==> config.mk <==
export PLATFORM = sky130hd
export DESIGN_NAME = dcm_reset_ctrl
export DESIGN_NICKNAME = d
export VERILOG_FILES = /design/src/rtl/dcm_ctrl_pkg.sv /design/src/rtl/sync2.sv /design/src/rtl/dcm_reset_ctrl.sv
export SDC_FILE = /design/constraint.sdc
export NUM_CORES = 1
export LEC_CHECK = 0
export CORE_MARGIN = 4
export CORE_UTILIZATION = 40
export CTS_BUF_LIST = sky130_fd_sc_hd__clkbuf_8
export CTS_CLUSTER_SIZE = 24
export DETAILED_ROUTE_END_ITERATION = 10
export SYNTH_ARGS = -nofsm -noshare
export SYNTH_HDL_FRONTEND = slang
export SYNTH_SLANG_ARGS = --single-unit
==> constraint.sdc <==
create_clock -name clk -period 5.8 [get_ports clk]
set_input_delay 1.16 -clock clk [delete_from_list [all_inputs] [get_ports clk]]
set_output_delay 1.16 -clock clk [all_outputs]
set_load 0.01 [all_outputs]
Run 1, layout detail:
Bar = 10 µm. Window x 20 to 50, y 20 to 50 µm. Cells in gray, sequential cells in the stronger gray; small squares are vias.
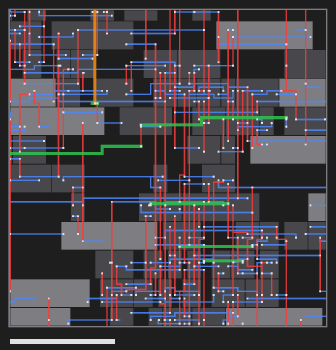
legend:
  M4:
    color: orange
  M2:
    color: red
  M3:
    color: green
  M1:
    color: blue
most frequent: dfrtp_1 (7), nor2_1 (5), xor2_1 (4)
cells with their middle in the window: 59
sequential cells in the window: 7

Run 1, the metal 1 layer:
Supply wires on this layer in gray.
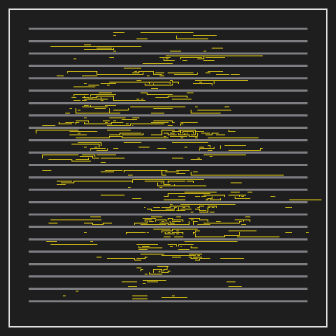
main direction: horizontal
longest straight run: 21.2 µm
wire length on this layer: 1130 µm
final WL: 2430 µm
via count: 999
met1 usage: 15.2%

Run 1, wiring by layer:
Two of the layers only.
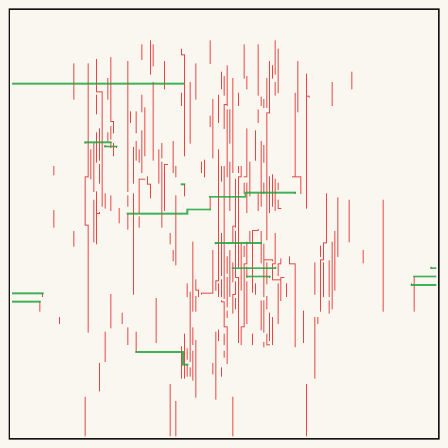
legend:
  M2:
    color: red
    wire_length: 1180 µm
  M3:
    color: green
    wire_length: 108 µm
WL per Instance: 12.5 µm
GRT Resource Usage Total: 11.1%

==> changes_impl.md, run 1 <==
## Implementation

- Status: finished, final reports clean
- Final setup viols: 0
- Chip area: 4820 µm²
- Post-synth EDFFs: 0
- Syn avg cell area: 10.7 µm²
- Nets: 155
- Path type of the worst setup path: input pin to flop
- Clk ins delay skew pair: 270 ps
- Port bufs: 10
- Tally of unique sky130hd cells used after synthesis: 42
- Clk_skew: 6.84 ps
- Clock Tree Buf Depth: 2
- Worst Tran Pin Value: 473 ps
- Die H: 69.4 µm
- # resized after CTS: 0
- Worst-path fanout max: 16
- Hold buffer count at CTS: 0
- Commonest flop: dfrtp_1
- Yosys chip area: 1510 µm²
- Post-route design area: 1680 µm²
- RSZ-0062 raised after global routing: no
- Total grt overflow: 0
- Placed wire-length estimate: 1770 µm
- Worst slack, placed: 2780 ps
- Main area contributors: dfrtp_1, xor2_1, nor2_4
- Fillers: 340
- Max FFs per register: 16
- Vias in the first global route: 916
- Net Count, Synth: 148
- Flop area: 702 µm²
- Clock Pin Slew Worst Setup and Hold Paths: 90 ps
- Top cell area share: 44.8%
- Worst reg-to-reg path cell count: 6
- Crit path required time: 6000 ps
- Largest net degree at the start of global routing: 29
- Fp_density: 41.2%
- Register share after synthesis: 46.6%
- DRC violations left: 0
- R2R setup slack: 3760 ps
- Io pins: 11
- Mapped Cells: 141
- Logic area: 721 µm²
- Final hold slack: 356 ps
- Static Leak: 0.695 nW
- Final TNS setup: 0 ps
- Initial antenna violation count: 0
- CTS Buf Count: 3
- Share of post-route cells with drive strength above 1: 15.6%
- Slew headroom: 67.7%
- Count of antenna-violating nets left after detailed routing: 0
- CTS tree: yes
- Seq cells post-synth: 28
- Worst setup SP type: input pin
- Die width: 69.4 µm
- Critical path arrival: 2910 ps
- Hold Path Stages: 0
- Power Total: 0.000376 W
- Pins Over Slew Limit: 0
- N_diodes: 0
- CTS Sinks: 28
- Pwr Density: 224 nW/µm²
- First-pass GRT wire length: 4370 µm
- Initial DRC Count: 30
- Mapped cell area: 1510 µm²
- Drt via density: 5.12
- Postcts setup bufs: 0
- DR pass1 iterations: 4
- Max VDD drop: 0.000171 V
- Num rows: 22
- CP Capture Type: flop
- Core area: 3660 µm²
- Ys async rst share: 100%
- OpenROAD warnings: 26
- Minimum clock period: 2710 ps
- Cells in synth_stat.txt: 141
- HP Class: flop to flop
- Clk root buf: clkbuf_8
- Yosys top cell by area: dfrtp_1
- Routability Congestion: 0.777
- Max-Cap Viols: 0
- Final worst slack: 3090 ps
- Cycle use final: 46.8%
- Area delta synth->final: 11.2%
- Fmax: 369 MHz
- Final Hold Fails: 0
- H-tree Lvls: 1
==> run 1: cells in the mapped netlist, types with 3 or more instances <==
cell and instances:
nor2_4 9, xor2_1 12, a21oi_1 5, and3_1 3, nor3_1 4, nand2_1 8, nand3_1 6, xnor2_1 3
nor2_1 12, nand2b_1 4, clkbuf_1 4, dfrtp_1 27, inv_1 4, nand4_1 4, and4_1 3
==> run 1: layout by cell type, fill, tap and decap left out, drive strengths merged <==
cell            n
dfrtp          27
nor2           22
xor2           12
clkdlybuf4s50  10
nand2           8
nand3           6
a21oi           5
nand4           5
nand2b          4
inv             4
nor3            4
and4            4
and3            3
xnor2           3
clkbuf          3
o21ai           2
or3             2
nor4            2
or2             2
ha              2
a211oi          1
nor4bb          1
a32oi           1
a211o           1
a21bo           1
o221ai          1
a2111oi         1
or4b            1
o2bb2a          1
and2            1
nor2b           1
a31o            1
a21o            1
mux2i           1
bufinv          1
dfstp           1
buf             1
==> run 1: critical path: stages <==
cell	delay, ps
clkdlybuf4s50_1	640
nor2_1	80
or4b_1	520
o2bb2a_4	360
nor2_1	150
==> run 1: cell families (layout without fill, tap and decap cells) <==
logic type      Yosys count  after routing  synth area share, %
compound gates           16             16                 8.22
mux                       1              1                0.664
flops                    28             28                 46.6
simple gates             66             66                 28.5
buf+inv                  13             19                 5.64
xor+xnor                 15             15                 8.71
fa+ha+maj                 2              2                 1.66
==> run 1: layer usage <==
| metal | global-route usage [%] | routed length (µm) |
|---|---|---|
| met1 | 15.2 | 1130 |
| met2 | 16.7 | 1180 |
| met3 | 3.77 | 107 |
| met4 | 2.82 | 16 |
| met5 | 0 | 0 |
==> run 1: layout make-up <==
class | count | area share [%]
clock buffers | 3 | 2.46
clock inverters | 1 | 1.79
inverters | 4 | 0.896
multi-input cells | 100 | 43.0
flip-flops and latches | 28 | 41.9
well taps | 48 | 3.58
repair buffers | 11 | 6.42
==> run 1: power breakdown <==
| group | leakage [nW] | internal (W) | switching (W) |
|---|---|---|---|
| clock network | 0.0357 | 0.0000924 | 0.0000580 |
| logic | 0.284 | 0.00000919 | 0.0000142 |
| registers | 0.376 | 0.000199 | 0.00000275 |
| total | 0.695 | 0.000301 | 0.0000750 |
==> run 1: per-stage QoR <==
stage                     std cells  util [%]
final                           195      45.8
after global routing            195      45.8
after CTS                       195      45.8
after detailed placement        191      43.8
after global placement          191      43.8
after floorplan                 141         -
## Run 2: what changed since run 1
- clock period: 5.8 -> 2.7 ns (I/O delays scaled with it)
Run 2, I/O nets highlighted:
Bar = 20 µm.
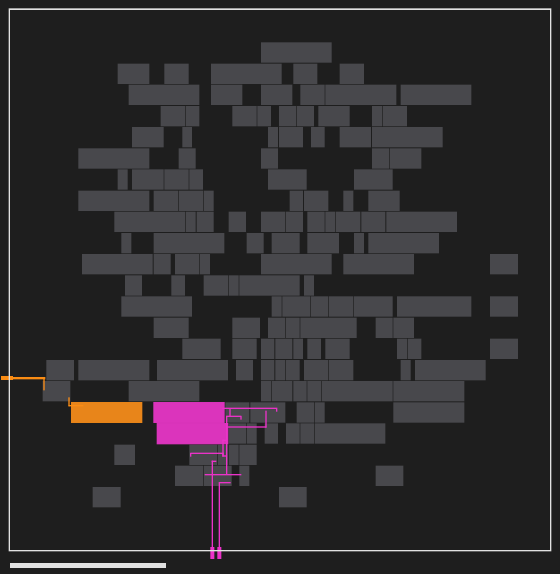
legend:
  dcm_clkin_stopped:
    color: orange
    bits: 1
    direction: input
    edge: west
    end_cells: 1
    buffers: 1
    wire: 8.20 µm
  retry_cnt:
    color: magenta
    bits: 2
    direction: output
    edge: south
    end_cells: 2
    buffers: 2
    wire: 58.6 µm
io pins: 11
port bufs: 10

Run 2, wiring by layer:
Two of the layers only.
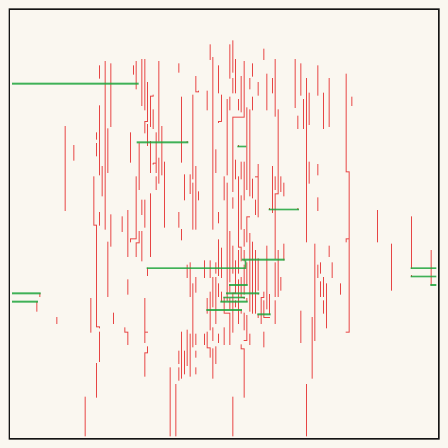
legend:
  M3:
    color: green
    wire_length: 96.8 µm
  M2:
    color: red
    wire_length: 1180 µm
via count: 1014
WL per Instance: 12.6 µm
GRT Resource Usage Total: 11.6%

==> run 2 against run 1 <==
Against the previous run: global-route usage grew 0.52 points; combinational power grew 110%; power grew 96%; cell area shrank 0.97%; cell count is the same; sequential share of layout area grew 0.41 points; flip-flop count is the same; die area is the same; first-iteration DRC count grew 30%; routed wire length grew 1.3%; highest routed layer unchanged.
==> changes_impl.md, run 2 <==
## Implementation

- Pins Over Slew Limit: 0 (unchanged)
- Net Count, Synth: 148 (unchanged)
- Final WL: 2460 µm (was 2430 µm)
- Path type of the worst setup path: input pin to flop (unchanged)
- CP Capture Type: flop (unchanged)
- Clock Pin Slew Worst Setup and Hold Paths: 90 ps (about the same)
- Ys async rst share: 100% (unchanged)
- Commonest flop: dfrtp_1 (unchanged)
- Share of post-route cells with drive strength above 1: 15.6% (unchanged)
- Hold Path Stages: 0 (unchanged)
- CTS tree: yes (unchanged)
- Max FFs per register: 16 (unchanged)
- Chip area: 4820 µm² (unchanged)
- Most common cell in the netlist: dfrtp_1 (unchanged)
- Pwr Density: 443 nW/µm² (was 224 nW/µm²)
- Yosys chip area: 1510 µm² (unchanged)
- Status: finished, final reports clean (unchanged)
- OpenROAD warnings: 26 (unchanged)
- Clk_skew: 2.07 ps (was 6.84 ps)
- Minimum clock period: 2080 ps
- CP max stage cell: clkdlybuf4s50_1 (unchanged)
- Total grt overflow: 0 (unchanged)
- Postcts setup bufs: 0 (unchanged)
- Top Layout Cells: dfrtp_1, nor2_1, xor2_1 (unchanged)
- Slew headroom: 63.7% (was 67.7%)
- Cells in synth_stat.txt: 141 (unchanged)
- Area delta synth->final: 10.1% (was 11.2%)
- Clk root buf: clkbuf_8 (unchanged)
- Syn avg cell area: 10.7 µm² (unchanged)
- Worst reg-to-reg path cell count: 6 (unchanged)
- Drt via density: 5.20 (was 5.12)
- Fillers: 331 (was 340)
- Pint: 0.000578 W (was 0.000301 W)
- Seq pwr share: 58.9% (was 53.7%)
- Logic gate share of total power: 6.8% (was 6.2%)
- HP Class: flop to flop (unchanged)
- Final worst slack: 619 ps (was 3090 ps)
- Clock Tree Buf Depth: 2 (unchanged)
- Main area contributors: dfrtp_1, xor2_1, nor2_4 (unchanged)
- Count of antenna-violating nets left after detailed routing: 0 (unchanged)
- Most frequent logic cell in the layout: dfrtp_1 (unchanged)
- CTS Buf Count: 3 (unchanged)
- Post-synth EDFFs: 0 (unchanged)
- DR pass1 iterations: 4 (unchanged)
- Worst stage delay on the critical path: 620 ps (was 640 ps)
- Cycle use final: 77.1%
- Mapped Cells: 141 (unchanged)
- Num rows: 22 (unchanged)
- Worst setup SP type: input pin (unchanged)
- R2R setup slack: 660 ps (was 3760 ps)
Run 2, layout detail:
Bar = 10 µm. Window x 20 to 50, y 20 to 50 µm. Cells in gray, sequential cells in the stronger gray; small squares are vias.
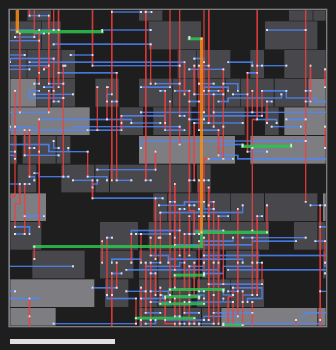
legend:
  M4:
    color: orange
  M2:
    color: red
  M1:
    color: blue
  M3:
    color: green
most frequent: nor2_1 (7), xor2_1 (5), dfrtp_1 (5)
cells with their middle in the window: 64
sequential cells in the window: 5

==> run 2: layer usage <==
layer | share of wire [%] | up-vias | global-route usage [%]
met3 | 3.9 | 4 | 3.04
met5 | 0 | - | 0
met4 | 1.1 | 0 | 3.25
met1 | 47 | 490 | 15.0
met2 | 48 | 23 | 19.1
li1 | - | 497 | -
==> run 2: metrics by stage <==
step           cell area [µm²]  utilization [%]  std cells
3_5_place_dp              1610             43.8        191
3_3_place_gp              1610             43.8        191
2_1_floorplan             1510                -        141
4_1_cts                   1660             45.4        195
5_1_grt                   1660             45.4        195
6_report                  1660             45.4        195
==> run 2: cells by family after synthesis <==
logic type / synth area share, %
adder cells (fa/ha/maj): 1.66
AND-OR/OR-AND: 8.22
AND/OR/NAND/NOR: 28.5
buffers and inverters: 5.64
XOR/XNOR: 8.71
multiplexers: 0.664
flip-flops: 46.6
==> run 2: worst max-delay path: cells and delay by family <==
kind	cells	cell delay (ps)
AND-OR/OR-AND	1	360
AND/OR/NAND/NOR	3	750
buffers and inverters	1	620
==> run 2: power by group through the flow <==
stage	registers, W	clock network, W	logic, W
5_1_grt	0.000435	0.000276	0.0000564
3_3_place_gp	0.000442	0	0.0000496
6_report	0.000434	0.000253	0.0000499
2_1_floorplan	0.000440	0	0.0000373
3_5_place_dp	0.000442	0	0.0000514
4_1_cts	0.000434	0.000264	0.0000516
==> run 2: area by class of cell <==
type	count	area [µm²]	area share, %
Multi-Input combinational cell	100	721	43.4
Tap cell	48	60.1	3.62
Inverter	4	15.0	0.904
Sequential cell	28	702	42.3
Timing Repair Buffer	11	108	6.48
Clock buffer	4	55.1	3.32
Power and IR drop assume default switching activity.
